### The metal 1 layer

Bar = 20 microns. Supply wires on this layer in grey.
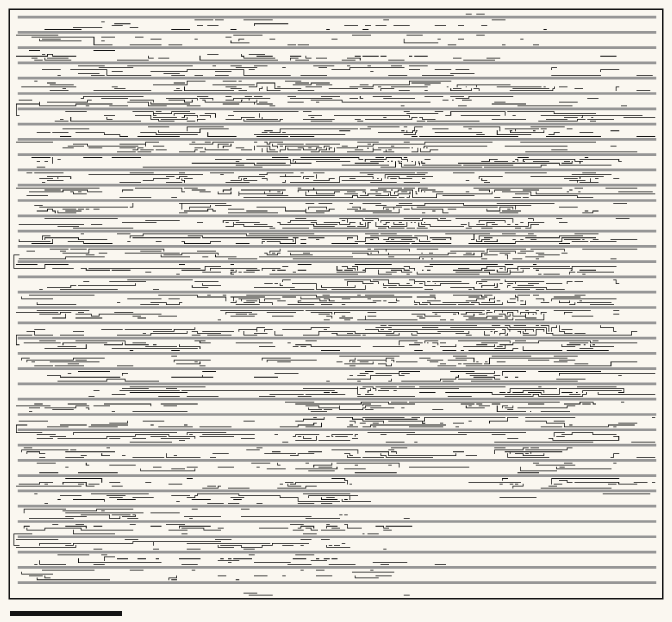
### Signal wires on met2

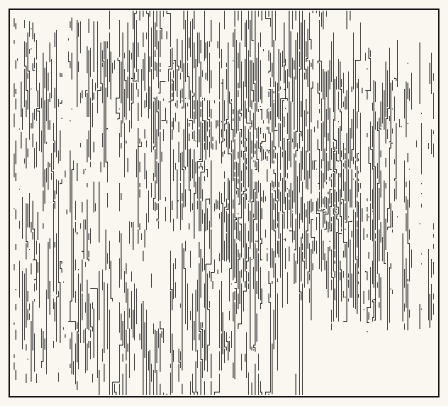
### Met3 routing

Bar = 20 microns.
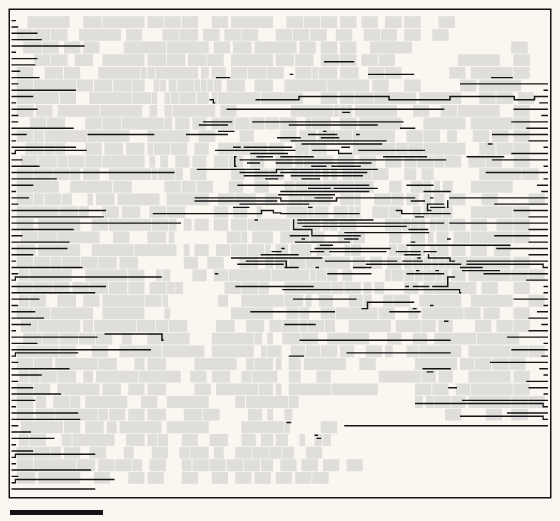
### Clock routing

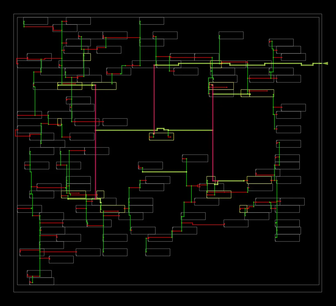
### M4 wires

Supply wires on this layer in grey.
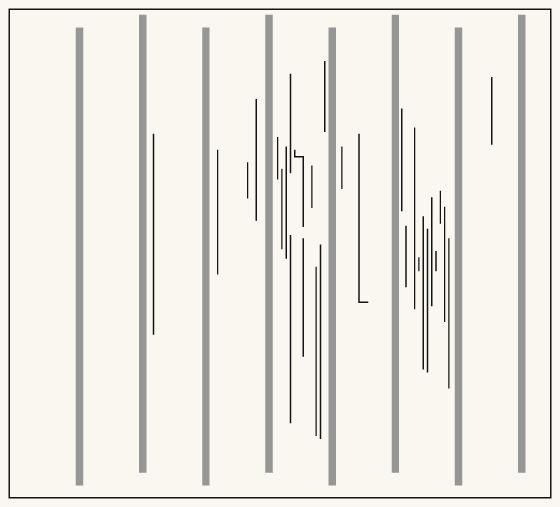
**src/rtl/load_store_unit_if.sv**
```systemverilog
// Request, response and data-memory signals of the load/store unit.
// The slave modport is the unit's own view. The master modport is the
// environment's view: the execute stage plus the data memory.
interface load_store_unit_if;
    logic        reqValid;
    logic        reqReady;
    logic        reqWrite;
    logic [1:0]  reqSize;
    logic        reqUnsigned;
    logic [31:0] reqAddress;
    logic [31:0] reqWriteData;
    logic        respValid;
    logic        respReady;
    logic [31:0] respData;
    logic        respMisaligned;
    logic [31:0] memAddress;
    logic        memWriteEnabled;
    logic [31:0] memWriteInput;
    logic [31:0] memReadResult;

    modport slave (
        input  reqValid, reqWrite, reqSize, reqUnsigned, reqAddress, reqWriteData,
        input  respReady, memReadResult,
        output reqReady, respValid, respData, respMisaligned,
        output memAddress, memWriteEnabled, memWriteInput
    );

    modport master (
        output reqValid, reqWrite, reqSize, reqUnsigned, reqAddress, reqWriteData,
        output respReady, memReadResult,
        input  reqReady, respValid, respData, respMisaligned,
        input  memAddress, memWriteEnabled, memWriteInput
    );
endinterface

```
**src/rtl/load_store_unit.sv**
```systemverilog
// Load/store unit: turns byte/half/word requests into single-cycle word
// accesses. Sub-word stores merge into the word read in the same cycle.
// Loads are extracted and extended. Misaligned or illegal requests skip memory.
module load_store_unit (
    input  logic              clock,
    input  logic              reset,
    load_store_unit_if.slave  bus
);
    typedef enum logic [1:0] {IDLE, ACCESS, RESP} state_t;

    typedef struct packed {
        logic        write;
        logic [1:0]  size;
        logic        unsigned_ld;
        logic [31:0] address;
        logic [31:0] data;
    } req_t;

    state_t      state_q, state_d;
    req_t        req_q;
    logic [31:0] resp_data_q;
    logic        resp_mis_q;
    logic        req_mis;
    logic [31:0] shifted;
    logic [31:0] ld_ext;
    logic [31:0] merged;

    // Misalignment/illegal-size check on the incoming request.
    always_comb begin
        req_mis = 1'b0;
        case (bus.reqSize)
            2'b00:   req_mis = 1'b0;
            2'b01:   req_mis = bus.reqAddress[0];
            2'b10:   req_mis = |bus.reqAddress[1:0];
            default: req_mis = 1'b1;
        endcase
    end

    // Load extraction: shift the addressed lane down to bit 0, then extend.
    // An aligned half has address[0]=0, so the same shift selects its lane.
    always_comb begin
        shifted = bus.memReadResult >> {req_q.address[1:0], 3'b000};
        ld_ext  = bus.memReadResult;
        case (req_q.size)
            2'b00:   ld_ext = req_q.unsigned_ld ? {24'b0, shifted[7:0]}
                                                : {{24{shifted[7]}}, shifted[7:0]};
            2'b01:   ld_ext = req_q.unsigned_ld ? {16'b0, shifted[15:0]}
                                                : {{16{shifted[15]}}, shifted[15:0]};
            default: ld_ext = bus.memReadResult;
        endcase
    end

    // Store merge: replace only the addressed lane of the current word.
    always_comb begin
        merged = bus.memReadResult;
        case (req_q.size)
            2'b00:   merged[{req_q.address[1:0], 3'b000} +: 8]  = req_q.data[7:0];
            2'b01:   merged[{req_q.address[1], 4'b0000} +: 16] = req_q.data[15:0];
            default: merged = req_q.data;
        endcase
    end

    // State register.
    always_ff @(posedge clock or posedge reset) begin
        if (reset) state_q <= IDLE;
        else       state_q <= state_d;
    end

    // Next state and state-decoded outputs. Memory outputs depend only on
    // state so a reset during ACCESS drops the write enable immediately.
    always_comb begin
        state_d             = state_q;
        bus.reqReady        = 1'b0;
        bus.respValid       = 1'b0;
        bus.memAddress      = 32'b0;
        bus.memWriteEnabled = 1'b0;
        bus.memWriteInput   = 32'b0;
        case (state_q)
            IDLE: begin
                bus.reqReady = 1'b1;
                if (bus.reqValid) state_d = req_mis ? RESP : ACCESS;
            end
            ACCESS: begin
                bus.memAddress = req_q.address;
                if (req_q.write) begin
                    bus.memWriteEnabled = 1'b1;
                    bus.memWriteInput   = merged;
                end
                state_d = RESP;
            end
            RESP: begin
                bus.respValid = 1'b1;
                if (bus.respReady) state_d = IDLE;
            end
            default: state_d = IDLE;
        endcase
    end

    // Request capture and response registers.
    always_ff @(posedge clock or posedge reset) begin
        if (reset) begin
            req_q       <= '0;
            resp_data_q <= 32'b0;
            resp_mis_q  <= 1'b0;
        end else begin
            case (state_q)
                IDLE: if (bus.reqValid) begin
                    req_q.write       <= bus.reqWrite;
                    req_q.size        <= bus.reqSize;
                    req_q.unsigned_ld <= bus.reqUnsigned;
                    req_q.address     <= bus.reqAddress;
                    req_q.data        <= bus.reqWriteData;
                    if (req_mis) begin
                        resp_data_q <= 32'b0;
                        resp_mis_q  <= 1'b1;
                    end
                end
                ACCESS: begin
                    resp_data_q <= req_q.write ? 32'b0 : ld_ext;
                    resp_mis_q  <= 1'b0;
                end
                default: ;
            endcase
        end
    end

    assign bus.respData       = resp_data_q;
    assign bus.respMisaligned = resp_mis_q;
endmodule

```
**src/flat_wrapper.sv**
```systemverilog
// flat-port wrapper written by rule: the top's interface ports become plain ports
module load_store_unit_flat 
  (clock, reset, bus_reqValid, bus_reqWrite, bus_reqSize, bus_reqUnsigned, bus_reqAddress, bus_reqWriteData, bus_respReady, bus_memReadResult, bus_reqReady, bus_respValid, bus_respData, bus_respMisaligned, bus_memAddress, bus_memWriteEnabled, bus_memWriteInput);
  load_store_unit_if bus_i ();
  input  logic clock;
  input  logic reset;
  input wire logic [$bits(bus_i.reqValid)-1:0] bus_reqValid;
  input wire logic [$bits(bus_i.reqWrite)-1:0] bus_reqWrite;
  input wire logic [$bits(bus_i.reqSize)-1:0] bus_reqSize;
  input wire logic [$bits(bus_i.reqUnsigned)-1:0] bus_reqUnsigned;
  input wire logic [$bits(bus_i.reqAddress)-1:0] bus_reqAddress;
  input wire logic [$bits(bus_i.reqWriteData)-1:0] bus_reqWriteData;
  input wire logic [$bits(bus_i.respReady)-1:0] bus_respReady;
  input wire logic [$bits(bus_i.memReadResult)-1:0] bus_memReadResult;
  output wire logic [$bits(bus_i.reqReady)-1:0] bus_reqReady;
  output wire logic [$bits(bus_i.respValid)-1:0] bus_respValid;
  output wire logic [$bits(bus_i.respData)-1:0] bus_respData;
  output wire logic [$bits(bus_i.respMisaligned)-1:0] bus_respMisaligned;
  output wire logic [$bits(bus_i.memAddress)-1:0] bus_memAddress;
  output wire logic [$bits(bus_i.memWriteEnabled)-1:0] bus_memWriteEnabled;
  output wire logic [$bits(bus_i.memWriteInput)-1:0] bus_memWriteInput;
  assign bus_i.reqValid = bus_reqValid;
  assign bus_i.reqWrite = bus_reqWrite;
  assign bus_i.reqSize = bus_reqSize;
  assign bus_i.reqUnsigned = bus_reqUnsigned;
  assign bus_i.reqAddress = bus_reqAddress;
  assign bus_i.reqWriteData = bus_reqWriteData;
  assign bus_i.respReady = bus_respReady;
  assign bus_i.memReadResult = bus_memReadResult;
  assign bus_reqReady = bus_i.reqReady;
  assign bus_respValid = bus_i.respValid;
  assign bus_respData = bus_i.respData;
  assign bus_respMisaligned = bus_i.respMisaligned;
  assign bus_memAddress = bus_i.memAddress;
  assign bus_memWriteEnabled = bus_i.memWriteEnabled;
  assign bus_memWriteInput = bus_i.memWriteInput;
  load_store_unit u_core (.clock(clock), .reset(reset), .bus(bus_i));
endmodule
```
**config.mk**
```make
export PLATFORM = sky130hd
export DESIGN_NAME = load_store_unit_flat
export DESIGN_NICKNAME = d
export VERILOG_FILES = /design/src/rtl/load_store_unit_if.sv /design/src/rtl/load_store_unit.sv /design/src/flat_wrapper.sv
export SDC_FILE = /design/constraint.sdc
export NUM_CORES = 1
export LEC_CHECK = 0
export CAP_MARGIN = 25
export CORE_ASPECT_RATIO = 0.9
export CORE_UTILIZATION = 50
export CTS_BUF_LIST = sky130_fd_sc_hd__clkbuf_16
export DETAILED_ROUTE_END_ITERATION = 16
export GPL_ROUTABILITY_DRIVEN = 0
export PLACE_DENSITY = 0.93
export SLEW_MARGIN = 5
export SYNTH_ARGS = -nofsm -noshare
export SYNTH_HDL_FRONTEND = slang
export SYNTH_SLANG_ARGS = --single-unit
```
**constraint.sdc**
```tcl
create_clock -name clock -period 6.6 [get_ports clock]
set_input_delay 1.32 -clock clock [delete_from_list [all_inputs] [get_ports clock]]
set_output_delay 1.32 -clock clock [all_outputs]
set_load 0.01 [all_outputs]
```
==> metrics.cfg <==
[logic_synthesis]
ff_type=dfrtp_1
synth_warnings=0
ys_seq_share_pct=44.1
adder_share_pct=1.07
synth_flop_count=103

[die]
die_h_microns=105
core_sq_um=11400
row_count=37

[sta]
fin_crit_sh_pct=79.0
hold_viol=0
rsz0062_at_grt=false
tns_ns=0
period_needed_ns=5.21
setup_ws_ns=1.39

[routing]
drc_errors=0
drtIter0Drc=619

[worst_setup_path]
cp.arrival_ns=3.89
crit_path_max_fanout=47

[cells_and_area]
final_area_sq_um=8250
layout.nets=822

[power_and_ir_drop]
power-top-group=combinational logic
combPwrFrac_pct=43.8
cell_internal_pwr_mw=1.75

[run]
log.warning_count=30

[status]
status=finished clean

[placed_design]
post-place-ws_ns=1.92

Notes on 'The metal 1 layer' above:
- wire length on this layer: 6950 microns
- main direction: horizontal
- share of all routed wire: 37%
- longest straight run: 31.7 microns
- nets with wire on the layer: 706

Notes on 'Signal wires on met2' above:
- nets with wire on the layer: 743
- main direction: vertical

Notes on 'Met3 routing' above:
- share of all routed wire: 13%
- main direction: horizontal

Notes on 'Clock routing' above:
Seq cells: 103
Clock group: 508 uW
clk sinks: 103

Notes on 'M4 wires' above:
- main direction: vertical
- wire length on this layer: 649 microns
- longest straight run: 42.8 microns

## final cells by class
| type | count | area [sq um] |
|---|---|---|
| inverter | 13 | 51.3 |
| clock inverter | 7 | 55.1 |
| multi-input combinational | 373 | 2980 |
| clock buffer | 9 | 225 |
| sequential | 103 | 2580 |
| tap | 156 | 195 |
| timing repair buffer | 213 | 2160 |
| fill | 802 | 3190 |
## registers in the layout, summed over array words and instances, names as in the netlist
register	flops
u_core.req_q	68
u_core.bus.respData	32
u_core.state_q	2
u_core.bus.respMisaligned	1
## per-layer routing
layer	vias up	part of all wire, %	track usage, %
met5	-	0	0
met4	0	3.4	11.2
li1	2394	-	-
met3	63	13	9.57
met2	366	47	51.8
met1	2627	37	40.4
Power figures rest on the tool's default switching activity, not on a simulated workload.
